### src/rtl/accumulate_unit_if.sv
// Argument and result streams of the signed accumulator.
// The master drives arguments and result acceptance; the slave is the accumulator.
interface accumulate_unit_if #(
    parameter int ARGW = 16,
    parameter int RESW = 2 * ARGW
);
    logic            arg_valid;
    logic            arg_ready;
    logic [ARGW-1:0] arg_data;
    logic            clr;
    logic            res_valid;
    logic            res_ready;
    logic [RESW-1:0] res_data;

    modport master (
        output arg_valid, arg_data, clr, res_ready,
        input  arg_ready, res_valid, res_data
    );

    modport slave (
        input  arg_valid, arg_data, clr, res_ready,
        output arg_ready, res_valid, res_data
    );
endinterface

### src/rtl/accumulate_unit.sv
// Streaming signed accumulator: each accepted argument is sign-extended and added
// to a RESW-bit running sum (wrapping), published through a single-entry result register.
module accumulate_unit #(
    parameter int ARGW = 16,
    parameter int RESW = 2 * ARGW
) (
    input  logic            clk,
    input  logic            rst,
    accumulate_unit_if.slave acc_if
);

    logic [RESW-1:0] acc_q;
    logic [RESW-1:0] acc_d;
    logic            res_valid_q;
    logic            res_valid_d;
    logic            arg_ready;
    logic            arg_fire;
    logic            res_fire;
    logic [RESW-1:0] arg_sext;

    // Ready depends only on the output register state and res_ready, never on arg_data.
    assign arg_ready = !res_valid_q || acc_if.res_ready;
    assign arg_fire  = acc_if.arg_valid && arg_ready;
    assign res_fire  = res_valid_q && acc_if.res_ready;
    assign arg_sext  = RESW'(signed'(acc_if.arg_data));

    always_comb begin
        acc_d       = acc_q;
        res_valid_d = res_valid_q;
        if (res_fire) begin
            res_valid_d = 1'b0;
        end
        // A new acceptance in the same cycle as a retire keeps the register full.
        if (arg_fire) begin
            res_valid_d = 1'b1;
            if (acc_if.clr) begin
                acc_d = arg_sext;
            end else begin
                acc_d = acc_q + arg_sext;
            end
        end
    end

    always_ff @(posedge clk or posedge rst) begin
        if (rst) begin
            acc_q       <= '0;
            res_valid_q <= 1'b0;
        end else begin
            acc_q       <= acc_d;
            res_valid_q <= res_valid_d;
        end
    end

    assign acc_if.arg_ready = arg_ready;
    assign acc_if.res_valid = res_valid_q;
    assign acc_if.res_data  = acc_q;

endmodule

### src/flat_wrapper.sv
// flat-port wrapper written by rule: the top's interface ports become plain ports
module accumulate_unit_flat 
#(
    parameter int ARGW = 16,
    parameter int RESW = 2 * ARGW
)
  (clk, rst, acc_if_arg_valid, acc_if_arg_data, acc_if_clr, acc_if_res_ready, acc_if_arg_ready, acc_if_res_valid, acc_if_res_data);
  accumulate_unit_if #(.ARGW(ARGW), .RESW(RESW)) acc_if_i ();
  input  logic clk;
  input  logic rst;
  input wire logic [$bits(acc_if_i.arg_valid)-1:0] acc_if_arg_valid;
  input wire logic [$bits(acc_if_i.arg_data)-1:0] acc_if_arg_data;
  input wire logic [$bits(acc_if_i.clr)-1:0] acc_if_clr;
  input wire logic [$bits(acc_if_i.res_ready)-1:0] acc_if_res_ready;
  output wire logic [$bits(acc_if_i.arg_ready)-1:0] acc_if_arg_ready;
  output wire logic [$bits(acc_if_i.res_valid)-1:0] acc_if_res_valid;
  output wire logic [$bits(acc_if_i.res_data)-1:0] acc_if_res_data;
  assign acc_if_i.arg_valid = acc_if_arg_valid;
  assign acc_if_i.arg_data = acc_if_arg_data;
  assign acc_if_i.clr = acc_if_clr;
  assign acc_if_i.res_ready = acc_if_res_ready;
  assign acc_if_arg_ready = acc_if_i.arg_ready;
  assign acc_if_res_valid = acc_if_i.res_valid;
  assign acc_if_res_data = acc_if_i.res_data;
  accumulate_unit #(.ARGW(ARGW), .RESW(RESW)) u_core (.clk(clk), .rst(rst), .acc_if(acc_if_i));
endmodule
### config.mk
export PLATFORM = sky130hd
export DESIGN_NAME = accumulate_unit_flat
export DESIGN_NICKNAME = d
export VERILOG_FILES = /design/src/rtl/accumulate_unit_if.sv /design/src/rtl/accumulate_unit.sv /design/src/flat_wrapper.sv
export SDC_FILE = /design/constraint.sdc
export NUM_CORES = 1
export LEC_CHECK = 0
export CAP_MARGIN = 20
export CORE_UTILIZATION = 53
export CTS_CLUSTER_SIZE = 14
export DETAILED_ROUTE_END_ITERATION = 6
export HOLD_SLACK_MARGIN = 0.06
export PLACE_DENSITY = 0.81
export SYNTH_ARGS = -nofsm -noshare
export SYNTH_HDL_FRONTEND = slang
export SYNTH_SLANG_ARGS = --single-unit
### constraint.sdc
create_clock -name clk -period 3.1 [get_ports clk]
set_clock_uncertainty 0.15 [all_clocks]
set_input_delay 0.31 -clock clk [delete_from_list [all_inputs] [get_ports clk]]
set_output_delay 0.31 -clock clk [all_outputs]
set_load 0.02 [all_outputs]
run_1/detail.png
Window x 23 to 53, y 23 to 53 um. Cells in gray, sequential cells in the stronger gray; small squares are vias.
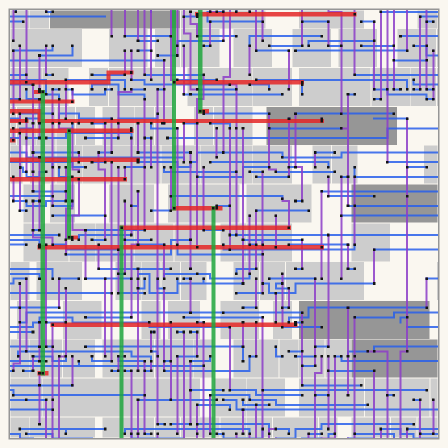
layer	color
metal 4	green
metal 1	blue
metal 3	red
metal 2	purple
sequential cells in the window	4
netlist names of flops here include	`u_core.acc_if.res_data` (4)
cells with their middle in the window	96
most frequent	a21oi_1 (13), nand2_1 (12), buf_4 (9)

run_1/placement.png
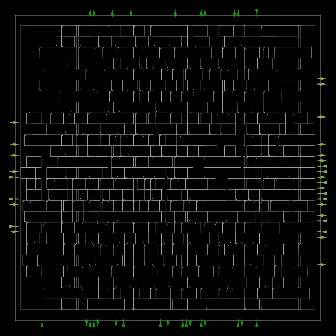
Seq/total area: 21.46%
Tapcell Cnt: 70
post-layout util: 74.38%

==> out/metrics.cfg, run 1 <==
[logic_synthesis]
syn_area_um2=2898
fp_nets=393
yosysChipArea_um2=2898
ys_warn_count=0
xor_share_pct=8.161
adder_share_pct=14.08
ys_seq_share_pct=28.50
edf_count=0

[global_routing]
antenna_found_initial=0
grt_first_pass_wirelength_um=12010
grt_start_max_net_pins=31
met3_usage_pct=3.735
overflow=0

[cts]
h-tree-depth=2
cts_root_buffer=clkbuf_8

[power]
ir_worst_vdd_mv=0.3864
maxPowerGroup=combinational cells
pg_clk_mw=0.426
finalPower_mw=3.041

[worst_setup_path]
crit_family=AND-OR/OR-AND gates
crit_top_cell=a21oi_1
endpoint=u_core.acc_if.res_data[23]$_DFFE_PP0P_
startpoint=acc_if_arg_data[4]
reg2reg_depth=10
cp.buffers_inverters=1
cp_cell_sequence=clkdlybuf4s50_1 -> ha_1 -> a21oi_1 -> o211ai_1 -> a211oi_2 -> o2111ai_2 -> a21o_2 -> a21oi_1 -> xor2_1 -> nor2_1 -> o22a_1
cp-start-kind=input port
crit_fanout=4
slowest_delay_ps=430

[worst_hold_path]
hp-class=input port to async pin

[finish]
syn_to_final_growth_pct=32.77
final_cell_mix=clkdlybuf4s50_1 (53), a21oi_1 (42), nand2_1 (40)
seq_cell_count=33
largest_class=combinational gates
drive_gt1_share_pct=13.88
nonClockInverterCount=8
lay_top_count=clkdlybuf4s50_1
clk_share_pct=3.024
antennaDiodeCount=0
clockBufferCount=7
regArea_um2=825.8

[place]
placed_cell_area_um2=3722
finalWeightedCongestion=0.8638
dpl.hpwl_um=5404
dp_cells=487

[route]
vias_per_cell=5.695
top_layer=met4
drc=0

[die]
top_level_ports=55
fp_util_pct=56.02
chipHeight_um=75.94
core_um2=5172
num_rows=26

[status]
status=finished, final reports clean

[timing]
slew_violations=0
min_period_ps=2942
finalSetupViolCount=0
clock.fmax_ghz=0.3399
layout_setup_ws_ps=158.2
tns_ps=0

[job]
warnings=26

run_1/metal_density.png
(4 px per um) 15 x 15 tiles, from dark purple (low) to yellow (high), scaled to the fullest tile. Values are wire area over tile area, all layers added.
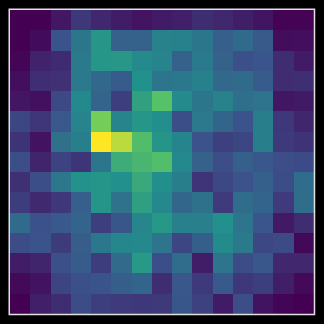
fullest tile	0.70
mean over tiles	0.20
tiles over half the peak	9.3%
densest ninth of the die	center
GRT Total Usage: 25.68%
via count: 2,819
Wirelength per Cell: 14.45 um

run_1/wires.png
(4 px per um) Only two layers are drawn.
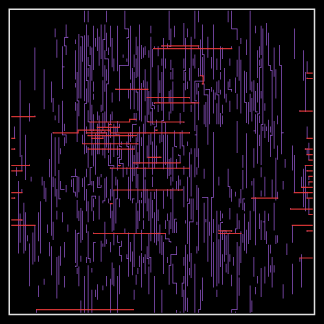
layer	color	wire length
metal 3	red	343 um
metal 2	purple	3,190 um
Total Wirelength: 7153 um

run_1/logic_types.png
(4 px per um)
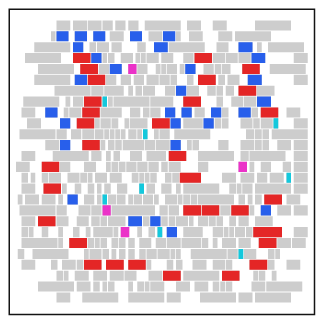

==> run 2, diff against run 1 <==
--- a/config.mk
+++ b/config.mk
@@ -6,6 +6,7 @@
 export NUM_CORES = 1
 export LEC_CHECK = 0
 export CAP_MARGIN = 20
+export CORE_MARGIN = 2
 export CORE_UTILIZATION = 53
 export CTS_CLUSTER_SIZE = 14
 export DETAILED_ROUTE_END_ITERATION = 6
run_2/logic_types.png
(4 px per um)
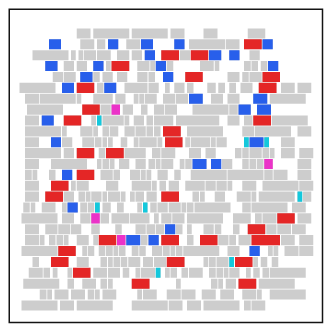
family	color	cells	most used
fa/ha/maj cells	red	32	ha_1
and/or cells	magenta	4	and2_1
non-inverting ao/oa cells	blue	31	a21o_1
inv cells	cyan	8	inv_1
logic share of the area: 51.83%
post-route insts no fill: 493

run_2/placement.png
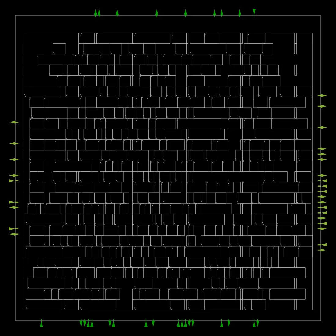
Seq/total area: 21.58%
Cell Rows: 26
flip-flops: 33
post-layout util: 73.51%
Core Box Area: 5205 um^2

==> run 2 against run 1 <==
- clock power barely moved
- critical path depth rose by 1
- area after synthesis did not move
- via count fell by 2.6%
- worst hold slack improved by 9.4 ps
- wire length rose by 2.8%
- largest power group unchanged
- register-to-register slack got worse by 40 ps
- non-clock buffer count fell by 2
- sequential share of layout area rose by 0.12 points
- highest routed layer unchanged
- clock-buffer cell count did not move
==> out/metrics.cfg, run 2 <==
[global_routing]
overflow=0  ; unchanged
grt_first_pass_wirelength_um=12780  ; +6.4%
grt_pass1_vias=2804
grt.total_usage_pct=25.86  ; +0.18 points
antenna_found_initial=0  ; unchanged
met3_usage_pct=4.070  ; +0.33 points
grtUsageMet1_pct=34.97
grt_start_max_net_pins=31  ; unchanged
grt-busiest-layer=met2

[die]
fp_util_pct=55.67  ; -0.35 points
top_level_ports=55  ; unchanged
taps=70  ; unchanged
dieArea_um2=6075
chipHeight_um=77.94  ; +2.6%

[finish]
nonClockInverterCount=8  ; unchanged
lay_top_count=clkdlybuf4s50_1
drive_gt1_share_pct=13.00  ; -0.88 points
nets=475
fin_area_um2=3826
signal_buffers=86
syn_to_final_growth_pct=32.04
clockBufferCount=7  ; unchanged
comb_cells=288
regArea_um2=825.8  ; unchanged
antennaDiodeCount=0  ; unchanged
final_cell_mix=clkdlybuf4s50_1 (53), a21oi_1 (43), nand2_1 (40)
buf_share_pct=20.47
final-comb-area_um2=1983
final.fill_count=429
clk_share_pct=3.041  ; +0.017 points
largest_class=combinational gates

[logic_synthesis]
syn_area_um2=2898  ; unchanged
ff_type=dfrtp_1
ys_warn_count=0  ; unchanged
ys_sh_simple_pct=13.13
async_reset_ff_share_pct=100.0
ys_sh_mux_pct=1.382
xor_share_pct=8.161  ; unchanged
logic_family=AND-OR/OR-AND gates
top_cells_by_count=a21oi_1 (43), nand2_1 (40), dfrtp_1 (33)
top_area_share_pct=28.50
synth_cell_types=46
fp_nets=393  ; unchanged
ys_seq_share_pct=28.50  ; unchanged
edf_count=0  ; unchanged
ys_sh_aoi_pct=31.69
area_leaders=dfrtp_1 (28%), ha_1 (13%), a21oi_1 (7.4%)
adder_share_pct=14.08  ; unchanged
syn_area_per_cell_um2=8.523
yosysChipArea_um2=2898  ; unchanged

[worst_setup_path]
worstReg2RegStart=u_core.acc_if.res_data[0]$_DFFE_PP0P_
cp_cell_sequence=clkdlybuf4s50_1 -> ha_1 -> fa_1 -> a21oi_1 -> o21ai_1 -> nand4_1 -> a21oi_1 -> o211ai_2 -> a21oi_1 -> o221ai_1 -> xnor2_1 -> a221o_1
r2r_end=u_core.acc_if.res_data[24]$_DFFE_PP0P_
slowest_stage=clkdlybuf4s50_1
startpoint=acc_if_arg_data[0]
end_kind=register
crit_family=AND-OR/OR-AND gates
crit_fanout=3  ; -1
worst-setup-path-type=input port to register
cp-start-kind=input port
crit_top_cell=a21oi_1
endpoint=u_core.acc_if.res_data[30]$_DFFE_PP0P_
r2r_setup_slack_ps=160
slowest_delay_ps=480  ; +50 ps
cp.buffers_inverters=1  ; unchanged
worst-path-stages=12
cp.arrival_ps=3010
reg2reg_depth=11  ; +1

[timing]
slew_violations=0  ; unchanged
layout_setup_ws_ps=107.8  ; -50.36 ps
tightest_slew_ps=760.8
clock.fmax_ghz=0.3342  ; -1.7%
min_period_ps=2992  ; +50.36 ps
tns_ps=0  ; unchanged
hold-worst-slack_ps=311.9
finalSetupViolCount=0  ; unchanged
post-route-period-util_pct=96.52

[power]
internal_power_mw=1.760
p_switching_mw=1.280
p_comb_share_pct=63.8
p_per_area_nw_per_um2=794.5
clockPowerShare_pct=14.1
seq_power_share_pct=22.1
maxPowerGroup=combinational cells
ir_worst_vdd_mv=0.3882  ; +0.47%
pg_clk_mw=0.428  ; about the same
p_seq_mw=0.673
finalPower_mw=3.040  ; about the same
p_comb_mw=1.94

[place]
dp_slack_ps=-152.8
placed_cell_area_um2=3707  ; -0.40%
port_buffers=54
dp_cells=485  ; -0.41%
dpl.hpwl_um=5698  ; +5.4%
finalWeightedCongestion=0.9272  ; +7.3%

[cts]
cts_buffer_depth=2
clkTransAtPathRegs_ps=70
h-tree-depth=2  ; unchanged
cts_root_buffer=clkbuf_8
cts_num_sinks=33
clk_latency_ps=290
post-cts-setup-buffer-count=0

[status]
status=finished, final reports clean

[route]
top_layer=met4
vias=2745  ; -2.6%
drc=0  ; unchanged
vias_per_cell=5.568  ; -2.2%
wl_um=7355  ; +2.8%
dr.pass1.iters=4
routedWlPerCell_um=14.92  ; +3.2%

[job]
warnings=27  ; +3.8%

[worst_hold_path]
hp-class=input port to async pin

No activity file was given, so power comes from the tool's default toggle rates.
